==> run_1/congestion_map.png <==
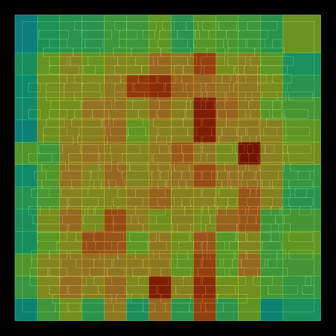
==> run_1/class_map.png <==
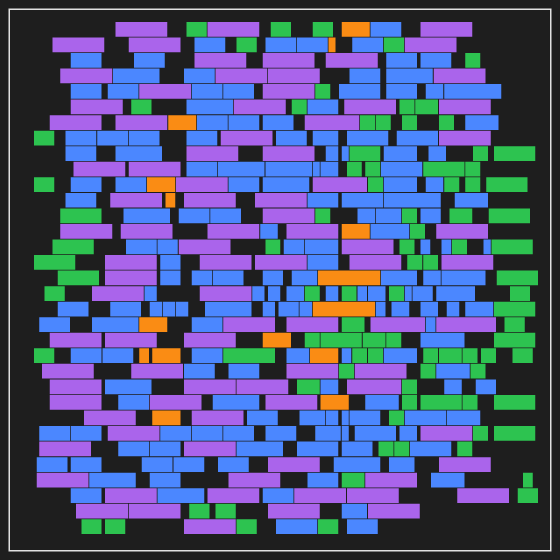
==> run_1/sizing.png <==
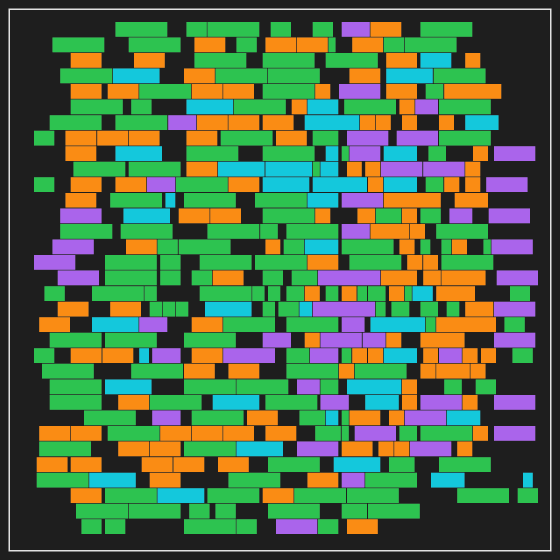
### config.mk
export PLATFORM = sky130hd
export DESIGN_NAME = channel_merge_buffer
export DESIGN_NICKNAME = d
export VERILOG_FILES = /design/src/rtl/merge_pkg.sv /design/src/rtl/merge_fifo.sv /design/src/rtl/channel_merge_buffer.sv
export SDC_FILE = /design/constraint.sdc
export NUM_CORES = 1
export LEC_CHECK = 0
export CAP_MARGIN = 10
export CORE_MARGIN = 2
export CORE_UTILIZATION = 52
export CTS_CLUSTER_SIZE = 25
export DETAILED_ROUTE_END_ITERATION = 6
export PLACE_DENSITY = 0.74
export RECOVER_POWER = 50
export SLEW_MARGIN = 20
export SYNTH_ARGS = -nofsm -noshare
export SYNTH_HDL_FRONTEND = slang
export SYNTH_SLANG_ARGS = --single-unit
### constraint.sdc
create_clock -name clk -period 1.68 [get_ports clk]
set_clock_uncertainty 0.15 [all_clocks]
set_input_delay 0.42 -clock clk [delete_from_list [all_inputs] [get_ports clk]]
set_output_delay 0.42 -clock clk [all_outputs]
set_load 0.1 [all_outputs]
### src/rtl/merge_pkg.sv
// Shared constants for the channel merge buffer: channel ids and output-register states.
package merge_pkg;
  localparam logic CHAN_0 = 1'b0;
  localparam logic CHAN_1 = 1'b1;

  localparam logic [0:0] ST_EMPTY = 1'b0;
  localparam logic [0:0] ST_HOLD  = 1'b1;
endpackage

### src/rtl/merge_fifo.sv
// Synchronous FIFO, DATA_W x FIFO_DEPTH. Pointers carry one extra wrap bit.
// The caller must not push when full or pop when empty.
module merge_fifo #(
  parameter int DATA_W     = 8,
  parameter int FIFO_DEPTH = 4
) (
  input  logic              clk,
  input  logic              rst_n,
  input  logic              push,
  input  logic [DATA_W-1:0] push_data,
  input  logic              pop,
  output logic [DATA_W-1:0] pop_data,
  output logic              full,
  output logic              empty
);
  localparam int AW = $clog2(FIFO_DEPTH);

  logic [AW:0]       wr_ptr_q, wr_ptr_d;
  logic [AW:0]       rd_ptr_q, rd_ptr_d;
  logic [DATA_W-1:0] mem_q [FIFO_DEPTH];

  always_comb begin
    wr_ptr_d = wr_ptr_q;
    rd_ptr_d = rd_ptr_q;
    if (push) wr_ptr_d = wr_ptr_q + 1'b1;
    if (pop)  rd_ptr_d = rd_ptr_q + 1'b1;
  end

  // Full when the wrap bits differ but the index bits match.
  assign full     = (wr_ptr_q[AW] != rd_ptr_q[AW]) && (wr_ptr_q[AW-1:0] == rd_ptr_q[AW-1:0]);
  assign empty    = (wr_ptr_q == rd_ptr_q);
  assign pop_data = mem_q[rd_ptr_q[AW-1:0]];

  always_ff @(posedge clk or negedge rst_n) begin
    if (!rst_n) begin
      wr_ptr_q <= '0;
      rd_ptr_q <= '0;
      for (int i = 0; i < FIFO_DEPTH; i++) mem_q[i] <= '0;
    end else begin
      wr_ptr_q <= wr_ptr_d;
      rd_ptr_q <= rd_ptr_d;
      if (push) mem_q[wr_ptr_q[AW-1:0]] <= push_data;
    end
  end
endmodule

### src/rtl/channel_merge_buffer.sv
// Buffers both distributor channels in per-channel FIFOs and merges them round-robin
// onto one valid/ready stream. Define MERGE_DROP_CNT_EN to add per-channel drop counters.
module channel_merge_buffer
  import merge_pkg::*;
#(
  parameter int DATA_W     = 8,
  parameter int FIFO_DEPTH = 4
`ifdef MERGE_DROP_CNT_EN
  ,
  parameter int CNT_W      = 8
`endif
) (
  input  logic              clk,
  input  logic              rst_n,
  input  logic              in0_valid,
  input  logic [DATA_W-1:0] in0_data,
  input  logic              in1_valid,
  input  logic [DATA_W-1:0] in1_data,
  output logic              in0_full,
  output logic              in1_full,
  output logic              out_valid,
  input  logic              out_ready,
  output logic [DATA_W-1:0] out_data,
  output logic              out_chan,
  output logic              drop_flag
`ifdef MERGE_DROP_CNT_EN
  ,
  output logic [CNT_W-1:0]  drop0_cnt,
  output logic [CNT_W-1:0]  drop1_cnt
`endif
);
  logic              push0, push1, pop0, pop1, drop0, drop1;
  logic              empty0, empty1;
  logic [DATA_W-1:0] head0, head1;

  logic [0:0]        state_q, state_d;
  logic [DATA_W-1:0] out_data_q, out_data_d;
  logic              out_chan_q, out_chan_d;
  logic              rr_last_q, rr_last_d;
  logic              drop_flag_q, drop_flag_d;
  logic              load_en, grant;

  // Full status is the pre-edge value, so a write while full drops even if a pop frees a slot.
  assign push0 = in0_valid & ~in0_full;
  assign push1 = in1_valid & ~in1_full;
  assign drop0 = in0_valid & in0_full;
  assign drop1 = in1_valid & in1_full;

  merge_fifo #(.DATA_W(DATA_W), .FIFO_DEPTH(FIFO_DEPTH)) u_fifo0 (
    .clk(clk), .rst_n(rst_n), .push(push0), .push_data(in0_data), .pop(pop0),
    .pop_data(head0), .full(in0_full), .empty(empty0)
  );

  merge_fifo #(.DATA_W(DATA_W), .FIFO_DEPTH(FIFO_DEPTH)) u_fifo1 (
    .clk(clk), .rst_n(rst_n), .push(push1), .push_data(in1_data), .pop(pop1),
    .pop_data(head1), .full(in1_full), .empty(empty1)
  );

  always_comb begin
    state_d     = state_q;
    out_data_d  = out_data_q;
    out_chan_d  = out_chan_q;
    rr_last_d   = rr_last_q;
    drop_flag_d = drop_flag_q | drop0 | drop1;
    pop0        = 1'b0;
    pop1        = 1'b0;
    load_en     = (state_q == ST_EMPTY) | out_ready;

    // On a tie the channel not granted last time wins.
    if (!empty0 && !empty1) grant = ~rr_last_q;
    else if (!empty1)       grant = CHAN_1;
    else                    grant = CHAN_0;

    if (load_en) begin
      if (!empty0 || !empty1) begin
        state_d    = ST_HOLD;
        out_chan_d = grant;
        rr_last_d  = grant;
        out_data_d = (grant == CHAN_1) ? head1 : head0;
        pop0       = (grant == CHAN_0);
        pop1       = (grant == CHAN_1);
      end else begin
        state_d = ST_EMPTY;
      end
    end
  end

  always_ff @(posedge clk or negedge rst_n) begin
    if (!rst_n) begin
      state_q     <= ST_EMPTY;
      out_data_q  <= '0;
      out_chan_q  <= CHAN_0;
      rr_last_q   <= CHAN_1;
      drop_flag_q <= 1'b0;
    end else begin
      state_q     <= state_d;
      out_data_q  <= out_data_d;
      out_chan_q  <= out_chan_d;
      rr_last_q   <= rr_last_d;
      drop_flag_q <= drop_flag_d;
    end
  end

  assign out_valid = (state_q == ST_HOLD);
  assign out_data  = out_data_q;
  assign out_chan  = out_chan_q;
  assign drop_flag = drop_flag_q;

`ifdef MERGE_DROP_CNT_EN
  logic [CNT_W-1:0] cnt0_q, cnt0_d, cnt1_q, cnt1_d;

  always_comb begin
    cnt0_d = cnt0_q;
    cnt1_d = cnt1_q;
    if (drop0 && (cnt0_q != '1)) cnt0_d = cnt0_q + 1'b1;
    if (drop1 && (cnt1_q != '1)) cnt1_d = cnt1_q + 1'b1;
  end

  always_ff @(posedge clk or negedge rst_n) begin
    if (!rst_n) begin
      cnt0_q <= '0;
      cnt1_q <= '0;
    end else begin
      cnt0_q <= cnt0_d;
      cnt1_q <= cnt1_d;
    end
  end

  assign drop0_cnt = cnt0_q;
  assign drop1_cnt = cnt1_q;
`endif
endmodule

==> Slide: Implementation Results, run 1 <==
Synthesis and Place & Route Summary

Synth
  • Syn. warnings: 0
  • Synth cell count leaders: 87 x dfrtp_1, 34 x mux2_1, 32 x mux2_4
  • Ys async rst share: 1.000
  • Yosys Chip Area: 4258 um2
  • Main flop type: dfrtp_1
  • Top cells, area: dfrtp_1 51%, mux2_4 11%, mux2_1 9.0%, mux4_2 7.4%, ha_1 2.9%
  • Avg Inst Size Synth: 16.44 um2
  • Yosys aoi share: 0.04114
  • Most frequent cell after synthesis: dfrtp_1
  • Post-synthesis cell count: 259

STA
  • Final setup margin: -0.4445 ns
  • Final period util: 1.265
  • Final setup fails: 89

Clocking
  • CTS tree: built
  • H-Tree Depth: 3
  • Post-CTS Setup Inserts: 7
  • Skew-Pair Late Insertion Delay: 0.36 ns
  • Num CTS Buffers: 9

Finish
  • Top Layout Cells: 83 x dfrtp_1, 65 x mux2_4, 42 x buf_4
  • ANT cells: 0
  • Flop share of the area: 0.3755
  • Comb area share: 0.3969
  • Final core utilization: 0.7276
  • Non-clk buf share: 0.1655
  • Non-CTS buffers: 90
  • Share of cells above drive strength 1: 0.5762
  • Fillers: 530

Worst setup path
  • Worst Reg-to-Reg Cells: 6
  • CP Buf/Inv Count: 2
  • Cell family with most CP delay: flip-flops
  • CP Cell Sequence: xor2_1, buf_4, nor3_4, buf_12
  • CP max-delay cell: dfrtp_2
  • Max incr delay on CP: 0.43 ns
  • R2R Path End: out_data[1]
  • CP Data Arrival Time: 1.55 ns
  • WS Path Type: flip-flop to output port
  • Critical path launch point: u_fifo1.wr_ptr_q[1]
  • Critical Path Sink: in1_full
  • Worst R2R Start: u_fifo1.rd_ptr_q[0]

Global routing
  • First-pass GRT wire length: 15000 um

Min path
  • Worst hold path type: flip-flop to flip-flop
  • HP Start: u_fifo0.mem_q[15]

Die
  • Core area: 8093 um2
  • Io pins: 34

Routing
  • Metal2 WL: 4556 um
  • Post-DR wirelength/cell: 20.22 um
  • Router iterations before antenna repair: 4
  • WL final: 9422 um

Placement
  • Area after DPL: 5379 um2
  • PortBufs: 33

Run status
  • Failing checks: setup timing
  • Run status: finished with violations
-- congestion_map.png (at the start) --
met2 GRT Util: 0.3369
GR met3 Demand/Resource: 0.03751
total global routing track utilization: 0.2279
routing usage on met1: 0.3441

-- class_map.png (at the start) --
legend:
  green:
    class: remaining buffers and delay cells
    cells: 90
    share_of_their_area: 17%
  purple:
    class: sequential cells
    cells: 88
    share_of_their_area: 38%
  blue:
    class: remaining logic cells
    cells: 168
    share_of_their_area: 41%
  orange:
    class: clock drivers and dummy loads
    cells: 15
    share_of_their_area: 3.7%

-- sizing.png (at the start) --
legend:
  green:
    size: x1 and smaller
    cells: 153
    share: 42%
    most_used: dfrtp_1
  orange:
    size: x3 and x4
    cells: 122
    share: 34%
    most_used: mux2_4
  purple:
    size: x6 and larger
    cells: 47
    share: 13%
    most_used: buf_12
  cyan:
    size: x2
    cells: 39
    share: 11%
    most_used: mux4_2

==> run_1/util_map.png <==
Scale bar: 20 um. The die is cut into 9 by 9 equal tiles; dark blue is low, red is high, 0 to 100% covered.
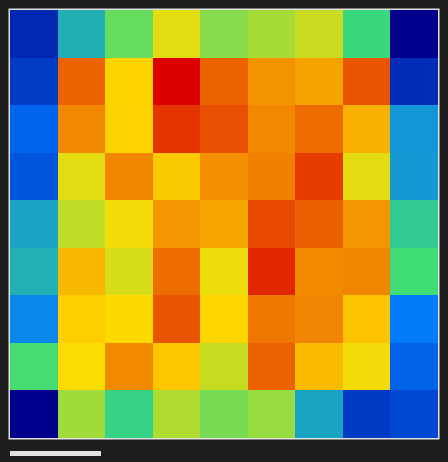

==> run 2, diff against run 1 <==
==> constraint.sdc (replaced) <==
create_clock -name clk -period 1.68 [get_ports clk]
set_clock_uncertainty 0.15 [all_clocks]
set_input_delay 0.336 -clock clk [delete_from_list [all_inputs] [get_ports clk]]
set_output_delay 0.336 -clock clk [all_outputs]
set_load 0.1 [all_outputs]
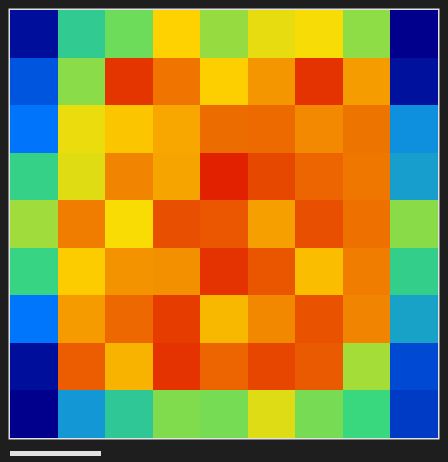
(run_2/util_map.png)
Scale bar: 20 um. The die is cut into 9 by 9 equal tiles; dark blue is low, red is high, 0 to 100% covered.
mean over tiles: 67%
densest ninth of the die: center
nearly empty tiles: 2.5%

==> Slide: Implementation Results, run 2 <==
Synthesis and Place & Route Summary

Run status
  • Run status: finished with violations
  • Failing checks: setup timing

Routing
  • Initial DRC Count: 179
  • Wl on met1: 4683 um
  • Post-DR wirelength/cell: 22.72 um
  • Metal2 WL: 5378 um
  • Router iterations before antenna repair: 4
  • WL final: 10770 um

Finish
  • Fillers: 505
  • Share of cells above drive strength 1: 0.6314
  • Flop share of the area: 0.3615
  • Top Layout Cells: 81 x dfrtp_1, 66 x mux2_4, 33 x buf_4
  • Non-clk buf share: 0.1741
  • Non-CTS buffers: 96
  • ANT cells: 0
  • Comb area share: 0.4076
  • Layout clock buffer count: 12
  • Final core utilization: 0.7566

Worst setup path
  • CP max-delay cell: dfrtp_2
  • Crit path DRT: 1.19 ns
  • R2R Path End: u_fifo0.rd_ptr_q[1]
  • Worst Reg-to-Reg Cells: 7
  • CP Buf/Inv Count: 2
  • WS Path Type: flip-flop to output port
  • CP Cell Sequence: xor2_2, buf_4, nor3_4, buf_12
  • Cell family with most CP delay: flip-flops
  • Worst R2R Start: u_fifo0.rd_ptr_q[2]
  • Reg2reg setup slack: -0.35 ns
  • CP Data Arrival Time: 1.55 ns
  • Max incr delay on CP: 0.44 ns
  • Critical path launch point: u_fifo0.wr_ptr_q[0]

Placement
  • Inst Count DP: 430
  • Area after DPL: 5371 um2

Synth
  • Synth cell count leaders: 87 x dfrtp_1, 34 x mux2_1, 32 x mux2_4
  • Ys async rst share: 1.000
  • Area share of fa/ha/maj cells after synthesis: 0.02939
  • Most frequent cell after synthesis: dfrtp_1
  • Main flop type: dfrtp_1
  • Top cells, area: dfrtp_1 51%, mux2_4 11%, mux2_1 9.0%, mux4_2 7.4%, ha_1 2.9%
  • Netlist cell types: 33
  • Yosys aoi share: 0.04114
  • Avg Inst Size Synth: 16.44 um2
  • Post-synthesis cell count: 259
  • Yosys Chip Area: 4258 um2
  • Syn. warnings: 0

Die
  • Io pins: 34
  • Core area: 8093 um2

Global routing
  • Met2 GRT Util: 0.3810
  • Routing usage on met1: 0.3468
  • Overflow after GRT: 0
  • GR met3 Demand/Resource: 0.04549
  • Total global routing track utilization: 0.2433
  • First-pass GRT wire length: 15820 um

Min path
  • Worst hold path type: input port to async pin

STA
  • Final period util: 1.209
  • Final setup margin: -0.3519 ns
  • Final setup fails: 85

Clocking
  • CTS tree: built
  • Post-CTS Setup Inserts: 18
  • Skew-Pair Late Insertion Delay: 0.37 ns
  • Num CTS Buffers: 9
  • H-Tree Depth: 3
==> run_2/congestion_map.png <==
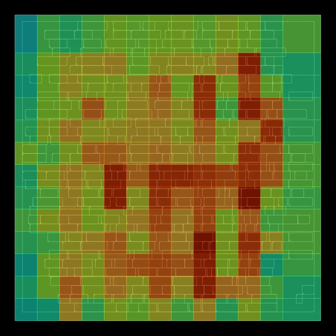

==> run 3, diff against run 2 <==
--- a/config.mk
+++ b/config.mk
@@ -7,12 +7,12 @@
 export LEC_CHECK = 0
 export CAP_MARGIN = 10
 export CORE_MARGIN = 2
-export CORE_UTILIZATION = 52
+export CORE_UTILIZATION = 54
 export CTS_CLUSTER_SIZE = 25
 export DETAILED_ROUTE_END_ITERATION = 6
 export PLACE_DENSITY = 0.74
 export RECOVER_POWER = 50
-export SLEW_MARGIN = 20
+export SLEW_MARGIN = 30
 export SYNTH_ARGS = -nofsm -noshare
 export SYNTH_HDL_FRONTEND = slang
 export SYNTH_SLANG_ARGS = --single-unit
==> constraint.sdc (replaced) <==
create_clock -name clk -period 1.95 [get_ports clk]
set_clock_uncertainty 0.15 [all_clocks]
set_input_delay 0.39 -clock clk [delete_from_list [all_inputs] [get_ports clk]]
set_output_delay 0.39 -clock clk [all_outputs]
set_load 0.1 [all_outputs]
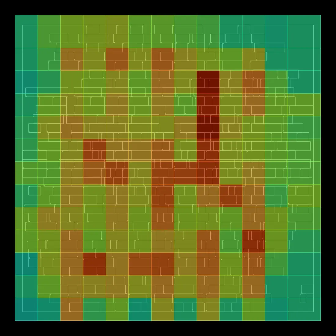
(run_3/congestion_map.png)
final core utilization: 0.7183
post-DR wirelength/cell: 19.69 um
total global routing track utilization: 0.2097
busiest grt layer: met2
routing usage on met1: 0.3050

==> Slide: Implementation Results, run 3 <==
Synthesis and Place & Route Summary

Finish
  • Non-CTS buffers: 75
  • Flop share of the area: 0.3995
  • Fillers: 495
  • Comb area share: 0.3809
  • Non-clk buf share: 0.1484
  • Share of cells above drive strength 1: 0.4186
  • ANT cells: 0
  • Top Layout Cells: 85 x dfrtp_1, 34 x mux2_4, 32 x mux2_1

Worst setup path
  • R2R Path End: out_data[4]
  • Worst Reg-to-Reg Cells: 5
  • Max incr delay on CP: 0.44 ns
  • CP max-delay cell: dfrtp_1
  • Critical path launch point: u_fifo1.wr_ptr_q[2]
  • WS Path Type: flip-flop to output port
  • Reg2reg setup slack: -0.12 ns
  • CP Cell Sequence: xnor2_2, buf_6, nor3_4, buf_12
  • CP Data Arrival Time: 1.58 ns

Clocking
  • H-Tree Depth: 3
  • CTS tree: built

Run status
  • Failing checks: setup timing
  • Run status: finished with violations

Synth
  • Netlist cell types: 33
  • Main flop type: dfrtp_1
  • Synth cell count leaders: 87 x dfrtp_1, 34 x mux2_1, 32 x mux2_4
  • Yosys aoi share: 0.04114
  • Post-synthesis cell count: 259
  • Avg Inst Size Synth: 16.44 um2

Global routing
  • GR met3 Demand/Resource: 0.05370

Placement
  • PortBufs: 33
  • Inst Count DP: 410

Routing
  • Wl on met1: 3952 um
  • Initial DRC Count: 130
  • Metal2 WL: 4275 um

STA
  • Final setup fails: 45
  • Final setup margin: -0.1677 ns

Min path
  • HP Start: u_fifo0.mem_q[9]

Die
  • Core area: 7687 um2
